**src/rtl/fft_pkg.sv**
```systemverilog
// Shared fixed-point definitions for the FFT datapath: complex word layout,
// bank state encoding and the real-sample to Q16.16 complex conversion.
package fft_pkg;

    localparam int CPLX_W = 64;
    localparam int PART_W = 32;
    localparam int FRAC   = 16;

    localparam int RE_MSB = 63;
    localparam int RE_LSB = 32;
    localparam int IM_MSB = 31;
    localparam int IM_LSB = 0;

    typedef enum logic {
        BANK_EMPTY = 1'b0,
        BANK_FULL  = 1'b1
    } bank_state_t;

    // Convert an already sign-extended real sample with frac_in fractional
    // bits into a complex Q16.16 word with zero imaginary part. The shift
    // only adds fractional bits, so the result always fits in 32 bits.
    function automatic logic [CPLX_W-1:0] to_q16(
        input logic signed [PART_W-1:0] sample,
        input int unsigned              frac_in
    );
        logic [CPLX_W-1:0] word;
        word                 = {CPLX_W{1'b0}};
        word[RE_MSB:RE_LSB]  = sample <<< (FRAC - frac_in);
        word[IM_MSB:IM_LSB]  = {PART_W{1'b0}};
        return word;
    endfunction

endpackage

```
**src/rtl/fft_in_frame_buffer_if.sv**
```systemverilog
// Sample-in / frame-out bus of the FFT input frame buffer.
interface fft_in_frame_buffer_if
    import fft_pkg::*;
#(
    parameter int N    = 16,
    parameter int IN_W = 16
);
    logic                  in_valid;
    logic [IN_W-1:0]       in_data;
    logic                  out_valid;
    logic                  out_ready;
    logic [N*CPLX_W-1:0]   out_data;
    logic                  overflow;

    // Producer / consumer side (drives samples, accepts frames).
    modport master (
        output in_valid,
        output in_data,
        output out_ready,
        input  out_valid,
        input  out_data,
        input  overflow
    );

    // Frame buffer side.
    modport slave (
        input  in_valid,
        input  in_data,
        input  out_ready,
        output out_valid,
        output out_data,
        output overflow
    );

endinterface

```
**src/rtl/fft_frame_bank.sv**
```systemverilog
// One bank of N complex words: single write port, whole-frame flat read port.
module fft_frame_bank
    import fft_pkg::*;
#(
    parameter int N  = 16,
    parameter int AW = $clog2(N)
) (
    input  logic                clk,
    input  logic                rst,
    input  logic                we,
    input  logic [AW-1:0]       widx,
    input  logic [CPLX_W-1:0]   wdata,
    output logic [N*CPLX_W-1:0] rdata
);

    logic [N-1:0][CPLX_W-1:0] mem_r;

    // Word storage; cleared on reset so the presented frame reads zero.
    always_ff @(posedge clk or posedge rst) begin
        if (rst) begin
            mem_r <= '0;
        end else if (we) begin
            mem_r[widx] <= wdata;
        end
    end

    assign rdata = mem_r;

endmodule

```
**src/rtl/fft_in_frame_buffer.sv**
```systemverilog
// Ping-pong frame buffer: converts real samples to Q16.16 complex words,
// fills one bank while the other waits for the FFT to take it.
module fft_in_frame_buffer
    import fft_pkg::*;
#(
    parameter int N       = 16,
    parameter int IN_W    = 16,
    parameter int FRAC_IN = 8
) (
    input  logic                  clk,
    input  logic                  rst,
    fft_in_frame_buffer_if.slave  bus
);

    localparam int            AW       = $clog2(N);
    localparam logic [AW-1:0] LAST_IDX = AW'(N - 1);

    bank_state_t          bank_st_r [0:1];
    logic                 wb_r;
    logic                 rb_r;
    logic [AW-1:0]        wr_idx_r;
    logic                 overflow_r;

    logic                 accept_s;
    logic                 drop_s;
    logic                 last_s;
    logic                 consume_s;
    logic [1:0]           we_s;
    logic [CPLX_W-1:0]    wr_word_s;
    logic [N*CPLX_W-1:0]  rdata0_s;
    logic [N*CPLX_W-1:0]  rdata1_s;
    logic [N*CPLX_W-1:0]  out_data_s;

    assign wr_word_s = to_q16(32'(signed'(bus.in_data)), FRAC_IN);

    // Decode this cycle's write/drop/consume events from the bank states.
    always_comb begin
        accept_s  = 1'b0;
        drop_s    = 1'b0;
        we_s      = 2'b00;
        if (bus.in_valid) begin
            if (bank_st_r[wb_r] == BANK_EMPTY) begin
                accept_s = 1'b1;
            end else begin
                drop_s = 1'b1;
            end
        end else begin
            accept_s = 1'b0;
            drop_s   = 1'b0;
        end
        last_s    = accept_s && (wr_idx_r == LAST_IDX);
        consume_s = (bank_st_r[rb_r] == BANK_FULL) && bus.out_ready;
        if (accept_s) begin
            if (wb_r) begin
                we_s = 2'b10;
            end else begin
                we_s = 2'b01;
            end
        end else begin
            we_s = 2'b00;
        end
    end

    // Bank pointers, bank states, write index and sticky overflow.
    // A completing bank and the consumed bank are always different banks,
    // so both state updates can land on the same edge.
    always_ff @(posedge clk or posedge rst) begin
        if (rst) begin
            bank_st_r[0] <= BANK_EMPTY;
            bank_st_r[1] <= BANK_EMPTY;
            wb_r         <= 1'b0;
            rb_r         <= 1'b0;
            wr_idx_r     <= '0;
            overflow_r   <= 1'b0;
        end else begin
            if (accept_s) begin
                if (last_s) begin
                    wr_idx_r        <= '0;
                    bank_st_r[wb_r] <= BANK_FULL;
                    wb_r            <= ~wb_r;
                end else begin
                    wr_idx_r <= wr_idx_r + 1'b1;
                end
            end
            if (consume_s) begin
                bank_st_r[rb_r] <= BANK_EMPTY;
                rb_r            <= ~rb_r;
            end
            if (drop_s) begin
                overflow_r <= 1'b1;
            end
        end
    end

    // Present the bank at the read pointer.
    always_comb begin
        out_data_s = '0;
        if (rb_r) begin
            out_data_s = rdata1_s;
        end else begin
            out_data_s = rdata0_s;
        end
    end

    fft_frame_bank #(.N(N), .AW(AW)) u_bank0 (
        .clk   (clk),
        .rst   (rst),
        .we    (we_s[0]),
        .widx  (wr_idx_r),
        .wdata (wr_word_s),
        .rdata (rdata0_s)
    );

    fft_frame_bank #(.N(N), .AW(AW)) u_bank1 (
        .clk   (clk),
        .rst   (rst),
        .we    (we_s[1]),
        .widx  (wr_idx_r),
        .wdata (wr_word_s),
        .rdata (rdata1_s)
    );

    assign bus.out_valid = (bank_st_r[rb_r] == BANK_FULL);
    assign bus.out_data  = out_data_s;
    assign bus.overflow  = overflow_r;

endmodule

```
**src/flat_wrapper.sv**
```systemverilog
// flat-port wrapper written by rule: the top's interface ports become plain ports
module fft_in_frame_buffer_flat import fft_pkg::*;
#(
    parameter int N       = 16,
    parameter int IN_W    = 16,
    parameter int FRAC_IN = 8
)
  (clk, rst, bus_in_valid, bus_in_data, bus_out_ready, bus_out_valid, bus_out_data, bus_overflow);
  fft_in_frame_buffer_if #(.N(N), .IN_W(IN_W)) bus_i ();
  input  logic clk;
  input  logic rst;
  input wire logic [$bits(bus_i.in_valid)-1:0] bus_in_valid;
  input wire logic [$bits(bus_i.in_data)-1:0] bus_in_data;
  input wire logic [$bits(bus_i.out_ready)-1:0] bus_out_ready;
  output wire logic [$bits(bus_i.out_valid)-1:0] bus_out_valid;
  output wire logic [$bits(bus_i.out_data)-1:0] bus_out_data;
  output wire logic [$bits(bus_i.overflow)-1:0] bus_overflow;
  assign bus_i.in_valid = bus_in_valid;
  assign bus_i.in_data = bus_in_data;
  assign bus_i.out_ready = bus_out_ready;
  assign bus_out_valid = bus_i.out_valid;
  assign bus_out_data = bus_i.out_data;
  assign bus_overflow = bus_i.overflow;
  fft_in_frame_buffer #(.N(N), .IN_W(IN_W), .FRAC_IN(FRAC_IN)) u_core (.clk(clk), .rst(rst), .bus(bus_i));
endmodule
```
**config.mk**
```make
export PLATFORM = sky130hd
export DESIGN_NAME = fft_in_frame_buffer_flat
export DESIGN_NICKNAME = d
export VERILOG_FILES = /design/src/rtl/fft_pkg.sv /design/src/rtl/fft_in_frame_buffer_if.sv /design/src/rtl/fft_frame_bank.sv /design/src/rtl/fft_in_frame_buffer.sv /design/src/flat_wrapper.sv
export SDC_FILE = /design/constraint.sdc
export NUM_CORES = 1
export LEC_CHECK = 0
export ABC_CLOCK_PERIOD_IN_PS = 53800
export CORE_AREA = 3 3 403 405
export CTS_CLUSTER_DIAMETER = 30
export DETAILED_ROUTE_END_ITERATION = 8
export DIE_AREA = 0 0 406 408
export GPL_TIMING_DRIVEN = 0
export SETUP_SLACK_MARGIN = 0.2
export SLEW_MARGIN = 15
export SYNTH_ARGS = -nofsm -noshare
export SYNTH_HDL_FRONTEND = slang
export SYNTH_SLANG_ARGS = --single-unit
```
**constraint.sdc**
```tcl
create_clock -name clk -period 53.8 [get_ports clk]
set_clock_uncertainty 0.15 [all_clocks]
set_input_delay 13.45 -clock clk [delete_from_list [all_inputs] [get_ports clk]]
set_output_delay 13.45 -clock clk [all_outputs]
set_load 0.01 [all_outputs]
```
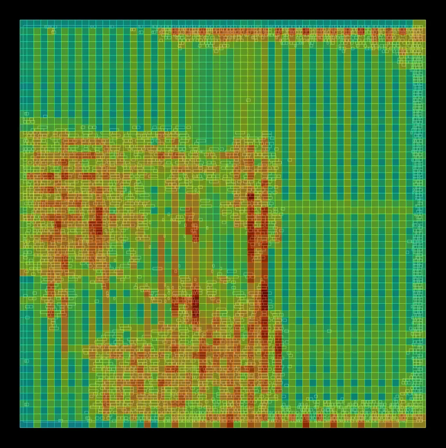
Figure 1: run 1, track usage over the die.
M3 GR Usage: 0.04130
Wirelength per Cell: 19.09 um
met1 usage: 0.1434
GRT Overall Usage: 0.1227
GR Util met2: 0.2170

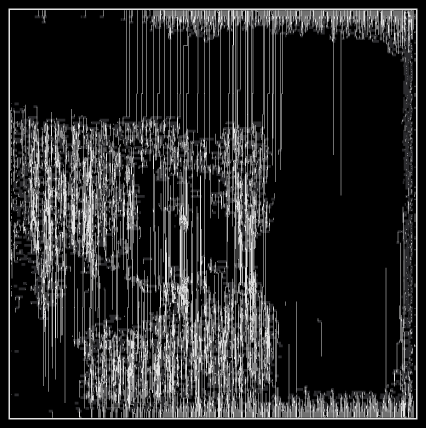
Figure 2: run 1, met2 routing.
Scale: 1 px per um.
main direction	vertical
longest straight run	173 um
wire length on this layer	53.5 mm
nets with wire on the layer	2939
share of all routed wire	50%
via count: 18825
Post-Route WL: 106800 um

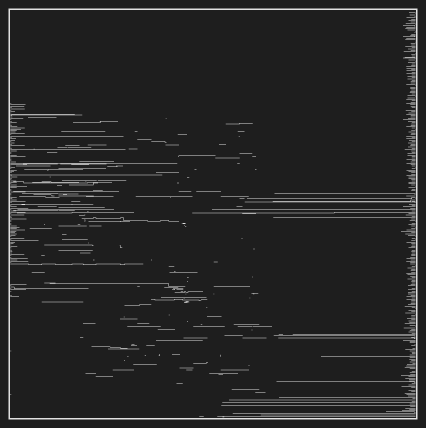
Figure 3: run 1, M3 wires.
Scale: 1 px per um.
main direction	horizontal
nets with wire on the layer	511
share of all routed wire	8.8%
wire length on this layer	9440 um

==> flow_metrics.tcl, run 1 <==
# place-and-route summary
set metrics [dict create \
    status "finished clean" \
    grt.overflow.total 0 \
    synth_top_area_share 0.4572 \
    top_cell "buf_4" \
    root_buffer "clkbuf_16" \
    hold_viol 0 \
    combinationalPowerShare 0.462 \
    largestClassByArea "sequential cells" \
    whs_endpoint "u_core.bus.overflow$_DFFE_PP0P_" \
    rows 146 \
    setup_viol 0 \
    irDropWorstVdd_v 0.00003357 \
    p_int_w 0.001732 \
    dpl.hpwl_um 83840 \
    comb-cell-share 0.2760 \
    place_ws_ns 36.64 \
    dpl.cell_count 5382 \
    common_cells "768 x buf_4, 762 x mux2_2, 521 x dfrtp_1, 91 x clkbuf_1, 29 x buf_2" \
    clk_path_buf_depth 3 \
    swShare 0.3307 \
    cts_tree "built" \
    placed_area_sq_mm 0.03772 \
    xor_share 0.0003071 \
    drive_gt1_frac 0.5097 \
    leakagePower_nw 20.79 \
    diodes 3 \
    worstHoldStart "u_core.bus.overflow$_DFFE_PP0P_" \
    cts.htree.levels 3 \
    whs_ns 0.3179 \
    nFillCells 16530 \
    power_switching_w 0.0008557 \
    core-area_sq_mm 0.1587 \
    final_cell_area_sq_mm 0.04197 \
    start_kind "flip-flop" \
    r2r_start "u_core.wr_idx_r[0]$_DFFE_PP0N_" \
    min_path_type "flip-flop to flip-flop" \
    layoutNonFillerInstCount 5597 \
    drtIter0Drc 665 \
    yosys_cells 2261 \
    compound_area_frac 0.002018 \
    nets 3449 \
    r2r-end "u_core.u_bank0.rdata[812]$_DFFE_PP0P_" \
    critPathBufInv 5 \
    max_stage_delay_ns 0.96 \
    rr_worst_depth 7 \
    crit_cells 6 \
    drc 0 \
    nWellTaps 2072 \
    fin_crit_sh 0.3268 \
    slew_headroom 0.1721 \
    mostFrequentLayoutCells "768 x buf_4, 762 x mux2_2, 640 x conb_1" \
    ios 1046 \
    endpoint "bus_out_data[122]" \
    crit_type "flip-flop to output port" \
    path_delay_family "buffers and inverters" \
    ys_seq_frac 0.4572 \
    die_x_um 406 \
    die_height_um 408 \
    die-area_sq_mm 0.1656 \
    min_path_cells 1 \
    crit_arrival_ns 3.98 \
    largest_area_cell "dfrtp_1" \
    flop_cell "dfrtp_1" \
    powerDensity_mw_per_mm2 61.65 \
    final_util 0.2644 \
    cts.sinks 521 \
    synth.area.top_cells "dfrtp_1 46%, mux2_2 30%, buf_4 20%, clkbuf_1 1.2%, mux2_4 0.53%" \
    yosysChipArea_sq_mm 0.02852 \
    clockBufferCount 137 \
    first_global_vias 18276 \
    syn_to_final_growth_pct 47.18 \
    seq_share 0.3106 \
]
run 1: logic make-up after synthesis:
logic type | Yosys count
compound gates | 9
buf+inv | 896
flops | 521
other cells | 1
fa+ha+maj | 4
xor+xnor | 1
simple gates | 56
mux | 773
run 1: power groups by stage:
stage	Sequential [W]	Clock [W]	Combinational, W
after floorplan	0.000615	0	0.000617
after global placement	0.000632	0	0.00122
after detailed placement	0.000638	0	0.00122
after CTS	0.000633	0.000771	0.00123
after global routing	0.000654	0.000792	0.00128
final	0.000635	0.000758	0.00119
run 1: routing by layer:
layer  routed length [um]  part of all wire  track usage  vias up
li1                     -                 -            -     8611
met1                42080              0.39       0.1434     9358
met2                53460              0.50       0.2170      736
met3                 9436             0.088      0.04130      114
met4                 1818             0.017      0.02396        6
met5                   37           0.00035            0        -
==> inputs of run 2 (changes only) <==
--- a/config.mk
+++ b/config.mk
@@ -5,7 +5,7 @@
 export SDC_FILE = /design/constraint.sdc
 export NUM_CORES = 1
 export LEC_CHECK = 0
-export ABC_CLOCK_PERIOD_IN_PS = 53800
+export ABC_CLOCK_PERIOD_IN_PS = 14500
 export CORE_AREA = 3 3 403 405
 export CTS_CLUSTER_DIAMETER = 30
 export DETAILED_ROUTE_END_ITERATION = 8
==> constraint.sdc (replaced) <==
create_clock -name clk -period 14.5 [get_ports clk]
set_clock_uncertainty 0.15 [all_clocks]
set_input_delay 3.625 -clock clk [delete_from_list [all_inputs] [get_ports clk]]
set_output_delay 3.625 -clock clk [all_outputs]
set_load 0.01 [all_outputs]
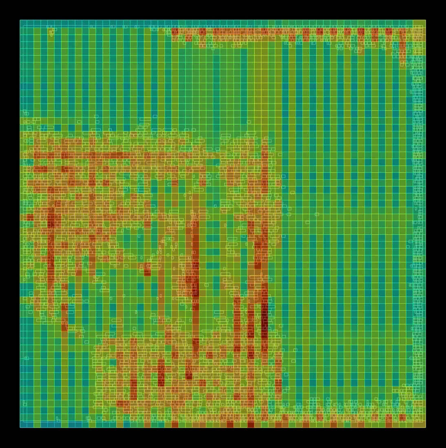
Figure 4: run 2, track usage over the die.
GRT Overall Usage: 0.1239
Wirelength per Cell: 19.14 um

==> flow_metrics.tcl, run 2 <==
# place-and-route summary
set metrics [dict create \
    antenna_found_initial 10 \
    min_path_type "flip-flop to flip-flop" \
    synth_flops 521 \
    p_seq_frac 0.246 \
    buf_share 0.2538 \
    comb_power_w 0.00447 \
    start_kind "flip-flop" \
    syn_to_final_growth_pct 47.82 \
    root_buffer "clkbuf_16" \
    ctsResizeCount 0 \
    clk_pin_slew_worst_paths_ns 0.04 \
    drtAntennaViolNets 0 \
    viasPerCell 3.349 \
    combinationalPowerShare 0.466 \
    drive_gt1_frac 0.5134 \
    slew_headroom 0.1848 \
    p_clk_frac 0.288 \
    buffers_excl_clock 1314 \
    grt_pass1_wl_um 145700 \
    synth.logic.top_family "multiplexers" \
    yosys_cells 2261 \
    die_x_um 406 \
    crit_chain "clkbuf_1, clkbuf_1, clkbuf_1, mux2_2, buf_4, clkdlybuf4s50_1" \
    cts_tree "built" \
    drtIter0Drc 709 \
    path_delay_family "buffers and inverters" \
    synthCells 2261 \
    setup_viol 0 \
    nets 3464 \
    ys_async_sr_fraction 1.000 \
    max_stage_delay_ns 0.84 \
    p_total_w 0.009584 \
    fin_ws_ns 6.787 \
    crit_fanout 10 \
    comb_cells 1483 \
    common_cells "768 x buf_4, 762 x mux2_2, 521 x dfrtp_1, 91 x clkbuf_1, 29 x buf_2" \
    ios 1046 \
    whs_endpoint "u_core.bus.overflow$_DFFE_PP0P_" \
    top_cell "buf_4" \
    synth-edff-count 0 \
    dpl.cell_count 5394 \
    irDropWorstVdd_v 0.0001332 \
    core-area_sq_mm 0.1587 \
    first_global_vias 18347 \
    r2r_start "u_core.wr_idx_r[2]$_DFFE_PP0N_" \
    postCtsHoldBufs 0 \
    diodes 1 \
    numCtsBuffers 116 \
    seq_share 0.3093 \
    endpoint "bus_out_data[637]" \
    muxShareOfSynthArea 0.3065 \
    final_cell_area_sq_mm 0.04216 \
    powerDensity_mw_per_mm2 227.3 \
    dpl.hpwl_um 85510 \
    swShare 0.3356 \
    die_height_um 408 \
    cts.sinks 521 \
    yosysWarnings 0 \
    placed_area_sq_mm 0.03793 \
    logic_area_sq_mm 0.01158 \
    critPathBufInv 5 \
    place_ws_ns 7.253 \
    final.setup.tns_ns 0 \
    whs_ns 0.3077 \
    crit_arrival_ns 3.94 \
    layout_top_cell "buf_4" \
    r2r-end "u_core.u_bank0.rdata[431]$_DFFE_PP0P_" \
    drc 0 \
    hold_viol 0 \
    synth_top_area_share 0.4572 \
    power.group.top "combinational logic" \
    yosysChipArea_sq_mm 0.02852 \
    nWellTaps 2072 \
    final_util 0.2656 \
    p_int_w 0.006368 \
    compound_area_frac 0.002018 \
    warnings 29 \
    min_path_cells 1 \
    crit_cells 6 \
    flop_cell "dfrtp_1" \
    fa_ha_area_frac 0.001755 \
    power_switching_w 0.003216 \
    rows 146 \
    clk_path_buf_depth 3 \
    synth.area.top_cells "dfrtp_1 46%, mux2_2 30%, buf_4 20%, clkbuf_1 1.2%, mux2_4 0.53%" \
    layoutNonFillerInstCount 5612 \
    setup.worst_path.end_class "output port" \
    largestClassByArea "sequential cells" \
    die-area_sq_mm 0.1656 \
    cts.htree.levels 3 \
    rr_worst_depth 6 \
    firstDrtPassIters 4 \
    mostFrequentLayoutCells "768 x buf_4, 762 x mux2_2, 640 x conb_1" \
    drt_wl_total_um 107400 \
    largest_area_cell "dfrtp_1" \
    xor_share 0.0003071 \
    cap_viol_max_count 0 \
    ys_seq_frac 0.4572 \
    synth.distinct_cells 36 \
    status "finished clean" \
    powerSeq_w 0.00235 \
    crit_type "flip-flop to output port" \
    regArea_sq_mm 0.01304 \
    grt_max_degree 38 \
    clock_area_frac 0.1003 \
    num_vias 18792 \
    p_clk_w 0.00276 \
    leakagePower_nw 20.86 \
    flops 521 \
    nFillCells 16471 \
    worstHoldStart "u_core.bus.overflow$_DFFE_PP0P_" \
    comb-cell-share 0.2747 \
    port_buffers 405 \
    grt.overflow.total 0 \
    clockBufferCount 136 \
    drv_slew 0 \
    fin_crit_sh 0.5319 \
    max_slew.worst_pin.slew_ns 1.223 \
]
## run 2: per-layer routing
layer / part of all wire / vias up / global-route usage
met1: 0.40 / 9289 / 0.1465
li1: - / 8662 / -
met5: 0.00032 / - / 0
met3: 0.088 / 117 / 0.04063
met4: 0.019 / 6 / 0.02844
met2: 0.49 / 718 / 0.2161
## run 2: cell families after synthesis
family | after synthesis
buffers and inverters | 896
multiplexers | 773
XOR/XNOR | 1
flip-flops | 521
AND/OR/NAND/NOR | 56
adder cells (fa/ha/maj) | 4
AND-OR/OR-AND | 9
other | 1
==> inputs of run 3 (changes only) <==
--- a/config.mk
+++ b/config.mk
@@ -5,7 +5,7 @@
 export SDC_FILE = /design/constraint.sdc
 export NUM_CORES = 1
 export LEC_CHECK = 0
-export ABC_CLOCK_PERIOD_IN_PS = 14500
+export ABC_CLOCK_PERIOD_IN_PS = 7050
 export CORE_AREA = 3 3 403 405
 export CTS_CLUSTER_DIAMETER = 30
 export DETAILED_ROUTE_END_ITERATION = 8
==> constraint.sdc (replaced) <==
create_clock -name clk -period 7.05 [get_ports clk]
set_clock_uncertainty 0.15 [all_clocks]
set_input_delay 1.7625 -clock clk [delete_from_list [all_inputs] [get_ports clk]]
set_output_delay 1.7625 -clock clk [all_outputs]
set_load 0.01 [all_outputs]
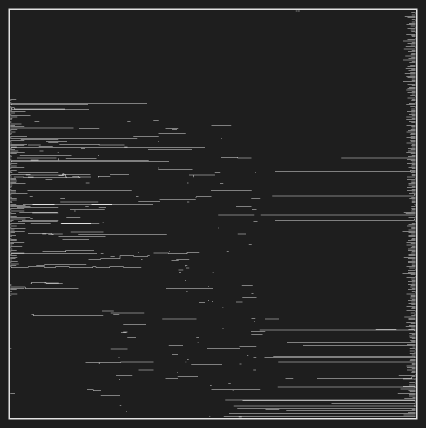
Figure 5: run 3, M3 wires.
Scale: 1 px per um.
longest straight run	194 um
nets with wire on the layer	503
share of all routed wire	8.8%
main direction	horizontal
M3 GR Usage: 0.04063
Post-Route WL: 107400 um
via count: 18792

==> flow_metrics.tcl, run 3 <==
# place-and-route summary
set metrics [dict create \
    port_buffers 405 \
    max_slew.worst_pin.slew_ns 1.223 \
    synthCells 2261 \
    mostFrequentLayoutCells "768 x buf_4, 762 x mux2_2, 640 x conb_1" \
    compound_area_frac 0.002018 \
    crit_cells 6 \
    fin_crit_sh 0.8299 \
    r2r-end "u_core.u_bank0.rdata[431]$_DFFE_PP0P_" \
    r2r_start "u_core.wr_idx_r[2]$_DFFE_PP0N_" \
    start_kind "flip-flop" \
    worstHoldStart "u_core.bus.overflow$_DFFE_PP0P_" \
    final_util 0.2656 \
    ios 1046 \
    yosysChipArea_sq_mm 0.02852 \
    clk_path_buf_depth 3 \
    cap_viol_max_count 0 \
    power.group.top "combinational logic" \
    postCtsHoldBufs 0 \
    max_stage_delay_ns 0.84 \
    crit_chain "clkbuf_1, clkbuf_1, clkbuf_1, mux2_2, buf_4, clkdlybuf4s50_1" \
    powerDensity_mw_per_mm2 467.6 \
    final.setup.tns_ns 0 \
    p_int_w 0.01310 \
    drtIter0Drc 709 \
    layout_top_cell "buf_4" \
    synth-edff-count 0 \
    placed_area_sq_mm 0.03793 \
    cts.htree.levels 3 \
    grt.overflow.total 0 \
    firstDrtPassIters 4 \
    nets 3464 \
    core-area_sq_mm 0.1587 \
    die-area_sq_mm 0.1656 \
    clk_pin_slew_worst_paths_ns 0.04 \
    warnings 30 \
    fa_ha_area_frac 0.001755 \
    die_x_um 406 \
    comb_power_w 0.00918 \
    flop_cell "dfrtp_1" \
    dpl.hpwl_um 85510 \
    leakagePower_nw 20.86 \
    path_delay_family "buffers and inverters" \
    hold_viol 0 \
    syn_to_final_growth_pct 47.82 \
    rows 146 \
    place_ws_ns 1.666 \
    crit_type "flip-flop to output port" \
    synth.area.top_cells "dfrtp_1 46%, mux2_2 30%, buf_4 20%, clkbuf_1 1.2%, mux2_4 0.53%" \
    endpoint "bus_out_data[637]" \
    synth.distinct_cells 36 \
    swShare 0.3356 \
    p_seq_frac 0.246 \
    setup.worst_path.end_class "output port" \
    drtAntennaViolNets 0 \
    powerSeq_w 0.00484 \
    synth_flops 521 \
    numCtsBuffers 116 \
    critPathBufInv 5 \
    irDropWorstVdd_v 0.0002739 \
    final_cell_area_sq_mm 0.04216 \
    crit_arrival_ns 3.94 \
    grt_pass1_wl_um 145700 \
    crit_fanout 10 \
    p_clk_w 0.00569 \
    combinationalPowerShare 0.466 \
    status "finished clean" \
    whs_endpoint "u_core.bus.overflow$_DFFE_PP0P_" \
    power_switching_w 0.006615 \
    first_global_vias 18347 \
    grt_max_degree 38 \
    top_cell "buf_4" \
    cts_tree "built" \
    layoutNonFillerInstCount 5612 \
]
[run 3: final cells by class]
type	instances	area, sq um
diodes	1	2.502
well taps	2072	2592
inverters	4	18.77
plain buffers	892	6296
clock inverters	81	1071
flip-flops and latches	521	13040
multi-input cells	1483	11580
fillers	16471	116600
repair buffers	422	4402
clock buffers	136	3158
[run 3: metal layers]
metal / share of wire / track usage
met5: 0.00032 / 0
met4: 0.019 / 0.02844
met3: 0.088 / 0.04063
met2: 0.49 / 0.2161
met1: 0.40 / 0.1465
[run 3: cells by family after synthesis]
logic type               after synthesis
multiplexers                         773
AND-OR/OR-AND                          9
XOR/XNOR                               1
adder cells (fa/ha/maj)                4
flip-flops                           521
AND/OR/NAND/NOR                       56
buffers and inverters                896
other                                  1
Power is estimated from default activity; no workload was simulated.
